**config.mk**
```make
export PLATFORM = sky130hd
export DESIGN_NAME = mem_stage
export DESIGN_NICKNAME = d
export VERILOG_FILES = /design/src/rtl/mem_stage.sv
export SDC_FILE = /design/constraint.sdc
export NUM_CORES = 1
export LEC_CHECK = 0
export ABC_AREA = 1
export CAP_MARGIN = 20
export CELL_PAD_IN_SITES_DETAIL_PLACEMENT = 1
export CELL_PAD_IN_SITES_GLOBAL_PLACEMENT = 2
export CORE_ASPECT_RATIO = 2
export CORE_MARGIN = 8
export CORE_UTILIZATION = 18
export DETAILED_ROUTE_END_ITERATION = 12
export PLACE_DENSITY = 0.77
export SETUP_SLACK_MARGIN = 0.15
export SYNTH_ARGS = -nofsm -noshare
export SYNTH_HDL_FRONTEND = slang
export SYNTH_SLANG_ARGS = --single-unit
```
**constraint.sdc**
```tcl
create_clock -name clk -period 2.9 [get_ports clk]
set_input_delay 0.725 -clock clk [delete_from_list [all_inputs] [get_ports clk]]
set_output_delay 0.725 -clock clk [all_outputs]
set_load 0.01 [all_outputs]
```
**src/rtl/mem_stage.sv**
```systemverilog
// MIPS32 memory-access stage: EX/MEM bundle in, registered MEM/WB bundle out, data memory over req/ack.
// Optional access timeout is compiled in with `define MEM_TIMEOUT_EN.
module mem_stage #(
    parameter int ADDR_W         = 8,
    parameter int TIMEOUT_CYCLES = 16
) (
    input  logic              clk,
    input  logic              reset,
    input  logic              ex_valid,
    input  logic [31:0]       ex_alu_res,
    input  logic [31:0]       ex_store_data,
    input  logic [4:0]        ex_write_addr,
    input  logic              ex_mem_read,
    input  logic              ex_mem_write,
    input  logic              ex_reg_write,
    input  logic              ex_pc_to_reg,
    input  logic [31:0]       ex_pc_plus4,
    output logic              stall_out,
    output logic              dmem_req,
    output logic              dmem_we,
    output logic [ADDR_W-1:0] dmem_addr,
    output logic [31:0]       dmem_wdata,
    input  logic [31:0]       dmem_rdata,
    input  logic              dmem_ack,
    output logic              wb_valid,
    output logic [31:0]       wb_data,
    output logic [4:0]        wb_write_addr,
    output logic              wb_reg_write,
    output logic              mem_misaligned,
    output logic              mem_timeout
);

    typedef enum logic {IDLE = 1'b0, ACCESS = 1'b1} state_t;

    state_t            state_q, state_d;
    logic              req_q, req_d;
    logic              we_q, we_d;
    logic [ADDR_W-1:0] addr_q, addr_d;
    logic [31:0]       wdata_q, wdata_d;
    logic [4:0]        dest_q, dest_d;
    logic              lat_rw_q, lat_rw_d;
    logic              wb_valid_q, wb_valid_d;
    logic [31:0]       wb_data_q, wb_data_d;
    logic [4:0]        wb_addr_q, wb_addr_d;
    logic              wb_rw_q, wb_rw_d;
    logic              mis_q, mis_d;
    logic              to_q, to_d;

    logic mem_op, aligned, accept, abort;

    assign mem_op  = ex_mem_read | ex_mem_write;
    assign aligned = (ex_alu_res[1:0] == 2'b00);
    assign accept  = (state_q == IDLE) && ex_valid && mem_op && aligned;

`ifdef MEM_TIMEOUT_EN
    // cnt_q holds the number of ACCESS cycles already spent without an ack
    localparam logic [7:0] TO_LAST = 8'(TIMEOUT_CYCLES - 1);
    logic [7:0] cnt_q, cnt_d;

    assign abort = (state_q == ACCESS) && !dmem_ack && (cnt_q >= TO_LAST);

    always_comb begin
        cnt_d = cnt_q;
        if (accept)
            cnt_d = '0;
        else if (state_q == ACCESS && !dmem_ack && cnt_q != 8'hFF)
            cnt_d = cnt_q + 8'd1;
    end

    always_ff @(posedge clk or posedge reset) begin
        if (reset) cnt_q <= '0;
        else       cnt_q <= cnt_d;
    end
`else
    localparam int unused_timeout_cycles = TIMEOUT_CYCLES;
    assign abort = 1'b0;
`endif

    always_ff @(posedge clk or posedge reset) begin
        if (reset) state_q <= IDLE;
        else       state_q <= state_d;
    end

    always_comb begin
        state_d = state_q;
        case (state_q)
            IDLE:    if (accept) state_d = ACCESS;
            ACCESS:  if (dmem_ack || abort) state_d = IDLE;
            default: state_d = IDLE;
        endcase
    end

    always_comb begin
        stall_out = (state_q == ACCESS);
    end

    always_comb begin
        req_d      = req_q;
        we_d       = we_q;
        addr_d     = addr_q;
        wdata_d    = wdata_q;
        dest_d     = dest_q;
        lat_rw_d   = lat_rw_q;
        wb_valid_d = 1'b0;
        wb_data_d  = wb_data_q;
        wb_addr_d  = wb_addr_q;
        wb_rw_d    = 1'b0;
        mis_d      = 1'b0;
        to_d       = 1'b0;
        if (state_q == IDLE) begin
            if (ex_valid && !mem_op) begin
                wb_valid_d = 1'b1;
                wb_data_d  = ex_pc_to_reg ? ex_pc_plus4 : ex_alu_res;
                wb_addr_d  = ex_write_addr;
                wb_rw_d    = ex_reg_write && (ex_write_addr != 5'd0);
            end else if (ex_valid && !aligned) begin
                wb_valid_d = 1'b1;
                wb_addr_d  = ex_write_addr;
                mis_d      = 1'b1;
            end else if (accept) begin
                // a store that also claims a read is a store; it never writes back
                req_d    = 1'b1;
                we_d     = ex_mem_write;
                addr_d   = ex_alu_res[ADDR_W-1:0];
                wdata_d  = ex_store_data;
                dest_d   = ex_write_addr;
                lat_rw_d = ex_reg_write & ~ex_mem_write;
            end
        end else if (dmem_ack) begin
            req_d      = 1'b0;
            wb_valid_d = 1'b1;
            wb_addr_d  = dest_q;
            if (!we_q) begin
                wb_data_d = dmem_rdata;
                wb_rw_d   = lat_rw_q && (dest_q != 5'd0);
            end
        end else if (abort) begin
            req_d      = 1'b0;
            wb_valid_d = 1'b1;
            to_d       = 1'b1;
        end
    end

    always_ff @(posedge clk or posedge reset) begin
        if (reset) begin
            req_q      <= 1'b0;
            we_q       <= 1'b0;
            addr_q     <= '0;
            wdata_q    <= '0;
            dest_q     <= '0;
            lat_rw_q   <= 1'b0;
            wb_valid_q <= 1'b0;
            wb_data_q  <= '0;
            wb_addr_q  <= '0;
            wb_rw_q    <= 1'b0;
            mis_q      <= 1'b0;
            to_q       <= 1'b0;
        end else begin
            req_q      <= req_d;
            we_q       <= we_d;
            addr_q     <= addr_d;
            wdata_q    <= wdata_d;
            dest_q     <= dest_d;
            lat_rw_q   <= lat_rw_d;
            wb_valid_q <= wb_valid_d;
            wb_data_q  <= wb_data_d;
            wb_addr_q  <= wb_addr_d;
            wb_rw_q    <= wb_rw_d;
            mis_q      <= mis_d;
            to_q       <= to_d;
        end
    end

    assign dmem_req       = req_q;
    assign dmem_we        = we_q;
    assign dmem_addr      = addr_q;
    assign dmem_wdata     = wdata_q;
    assign wb_valid       = wb_valid_q;
    assign wb_data        = wb_data_q;
    assign wb_write_addr  = wb_addr_q;
    assign wb_reg_write   = wb_rw_q;
    assign mem_misaligned = mis_q;
    assign mem_timeout    = to_q;

endmodule

```
Supply network:
(3 px per um) Pins as bars on the die edge. Tap cells in grey.
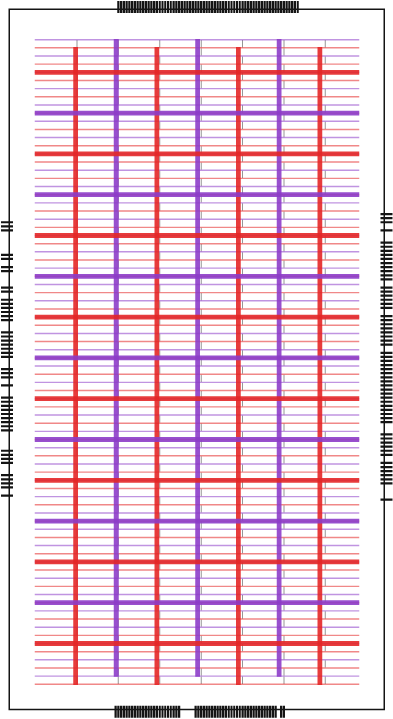
legend:
  purple:
    net: VDD
  red:
    net: VSS
rows: 79
tap cells: 283

Cell classes on the final placement:
(3 px per um) Fill, decap, tap and diode cells in grey.
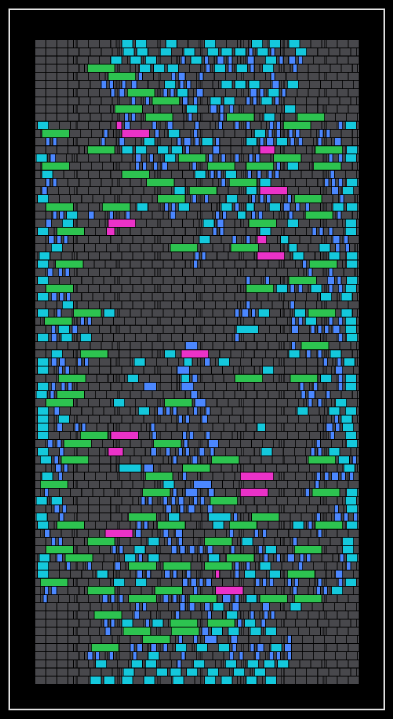
legend:
  cyan:
    class: remaining buffers and delay cells
    cells: 233
  blue:
    class: remaining logic cells
    cells: 424
  green:
    class: registers
    cells: 89
  magenta:
    class: clock drivers and dummy loads
    cells: 16

Routed clock nets over the placement:
(2 px per um)
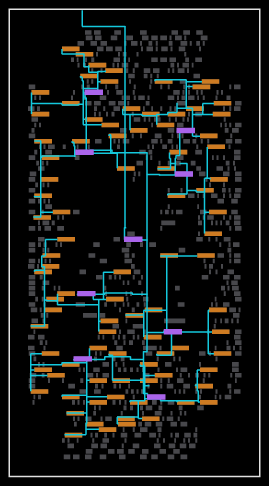
legend:
  orange:
    item: flip-flops
    count: 89
  cyan:
    item: clock wires
    length: 1540 um
  purple:
    item: clock-net drivers
    count: 9
flops lie: widely spread

[worst paths after layout]
kind / from / to / slack (ns) / cells past startpoint
max in group asynchronous: reset / wb_data[28] / 1.50 / 3
worst max-delay path: stall_out / stall_out / 0.49 / 1
min in group asynchronous: reset / wb_data[26] / 0.79 / 2
worst min register to register: dmem_wdata[23] / dmem_wdata[23] / 0.47 / 2
worst max register to register: stall_out / wb_data[6] / 0.91 / 6
worst min-delay path: dmem_wdata[23] / dmem_wdata[23] / 0.47 / 2
[metrics by stage]
step | power [mW] | cells | setup WS [ns] | hold WS, ns | util
after detailed placement | 3.217 | 1029 | 0.3488 | 0.4589 | 0.2911
after global placement | 3.195 | 1029 | 0.4515 | 0.4533 | 0.2911
after CTS | 4.504 | 1045 | 0.4565 | 0.4757 | 0.3044
after floorplan | 2.241 | 549 | 1.139 | 0.4496 | -
after global routing | 4.670 | 1045 | 0.4517 | 0.4916 | 0.3044
final | 4.384 | 1045 | 0.4946 | 0.4702 | 0.3044
[sequential cells by signal, indices dropped and copies added (netlist names)]
| name | flops |
|---|---|
| wb_data | 32 |
| wb_reg_write | 1 |
| stall_out | 1 |
| dmem_wdata | 32 |
| wb_valid | 1 |
| wb_write_addr | 5 |
| dmem_req | 1 |
| dest_q | 5 |
| dmem_addr | 8 |
| lat_rw_q | 1 |
| dmem_we | 1 |
| mem_misaligned | 1 |
[cell families (layout without fill, tap and decap cells)]
family,Yosys count,count (layout),synth area share
simple gates,372,372,0.3592
flops,89,89,0.5259
buf+inv,46,259,0.05436
compound gates,41,41,0.05967
other cells,1,1,0.0008854
[report_power, final]
| part | internal, mW | total [mW] | switching, mW |
|---|---|---|---|
| sequential | 1.53 | 1.69 | 0.169 |
| combinational | 0.791 | 1.45 | 0.664 |
| clock | 0.716 | 1.23 | 0.519 |
| total | 3.03 | 4.38 | 1.35 |
[per-layer routing]
metal	up-vias	global-route usage
met4	2	0.05301
met1	2102	0.1225
met2	125	0.2588
met3	19	0.03874
met5	-	0
li1	2165	-
[Yosys cell counts]
cell	count
buf_6	2
a31oi_1	32
nand3_2	1
inv_1	8
nand2_1	271
o21ai_0	4
inv_2	1
or2_2	1
buf_2	24
o21ai_2	1
nand3_1	53
nand2_4	2
nor2_1	35
nand2_2	1
conb_1	1
dfrtp_1	89
inv_6	1
a21oi_2	1
nor3_1	2
clkbuf_1	8
buf_4	2
nor2_2	2
nor2_4	3
nand4_1	1
o21ai_1	3
[layout make-up]
type	count	share of cell area
Clock buffer	12	0.03628
Tap cell	283	0.05008
Inverter	10	0.006548
Clock inverter	4	0.007255
Sequential cell	89	0.3150
Multi-Input combinational cell	414	0.2532
Timing Repair Buffer	233	0.3316
[worst reg2reg max path: cells and delay by family, from the launching register on]
family / cells / cell delay (ns)
buffers and inverters: 2 / 0.23
DFF: 1 / 0.68
and+or+nand+nor: 4 / 1.03
==> Slide: Implementation Results <==
Key Metrics from the Run

Floorplan
  • Die span in x: 124.5 um
  • Core Box Area: 0.02323 sq mm
  • Placement row count: approximately 80
  • Die Ht: 232.9 um
  • Floorplan utilization: 0.1823

Clock network
  • Clock-pin slew on the worst setup and hold paths: about 0.070 ns
  • # resized after CTS: 0
  • Hold-fix buffers, CTS: 0
  • H-Tree Depth: 3
  • Latency at later pin: between 0.3 and 0.4 ns
  • CTS tree: built

Worst setup path
  • Critical path buffers and inverters: 1
  • Max stage delay cell, worst path: dfrtp_1
  • Critical path's top delay family: flip-flops
  • Crit-path cells: clkdlybuf4s50_1
  • WP data arrival: about 1.7 ns
  • Worst-path fanout max: 11
  • CP Class: reg2out
  • Max incr delay on CP: 0.68 ns

Route
  • Iteration-0 DRC Markers: 151
  • Max layer used: met5
  • DRC: 0
  • Wire length on met2: approximately 11000 um
  • Detailed-route via count: roughly 4400
  • Avg WL per Cell: ~18 um
  • Metal3 WL: roughly 1000 um
  • Routed Antenna Nets: 0
  • Total Wirelength: roughly 19000 um
  • M1 WL: about 6600 um

Pwr
  • Total power divided by cell area: between 600 and 700 mW/mm^2
  • Peak VDD IR: about 0.00025 V

GRT
  • Tot GR Track Use: 0.1316
  • First-pass GRT wire length: about 29000 um

Logic synthesis
  • Synth cell types: 25
  • Register share after synthesis: 0.5258
  • Area leader share: 0.5258
  • Cell type with the largest total area: dfrtp_1
  • Synth warn: 0
  • #FFs+latches synth: 89
  • Mapped Area: 0.004235 sq mm
  • Cells in synth_stat.txt: around 550
  • Post-synth area hogs: dfrtp_1 (53%), nand2_1 (24%), nand3_1 (6.3%)
  • Post-synthesis cell count: between 500 and 600

Timing
  • Period utilisation layout: 0.8294
  • Minimum clock period: 2.405 ns
  • Post-route setup TNS: 0 ns
  • Max Fclk: 415.7 MHz
  • RSZ-0062 raised after global routing: false
  • Clock skew: around 0.0044 ns
  • Slew @ Worst Pin: 0.9248 ns

Final layout
  • Top cells excl fill/tap: nand2_1 (271), clkdlybuf4s50_1 (223), dfrtp_1 (89), nand3_1 (53), nor2_1 (35)
  • Gate Area: 0.001790 sq mm
  • Fillers: about 2700
  • Fin area: just over 0.007 sq mm
  • Commonest Layout Cell: nand2_1
  • Fin nets: 898
  • N_diodes: 0
  • Register area: roughly 0.0022 sq mm

Placement
  • GPL Wtd Cong: between 0.7 and 0.8
  • Dpl cell area: approximately 0.0068 sq mm

Outcome
  • Status: completed

Flow run
  • Tool Warnings: 26
Power and IR drop assume default switching activity.
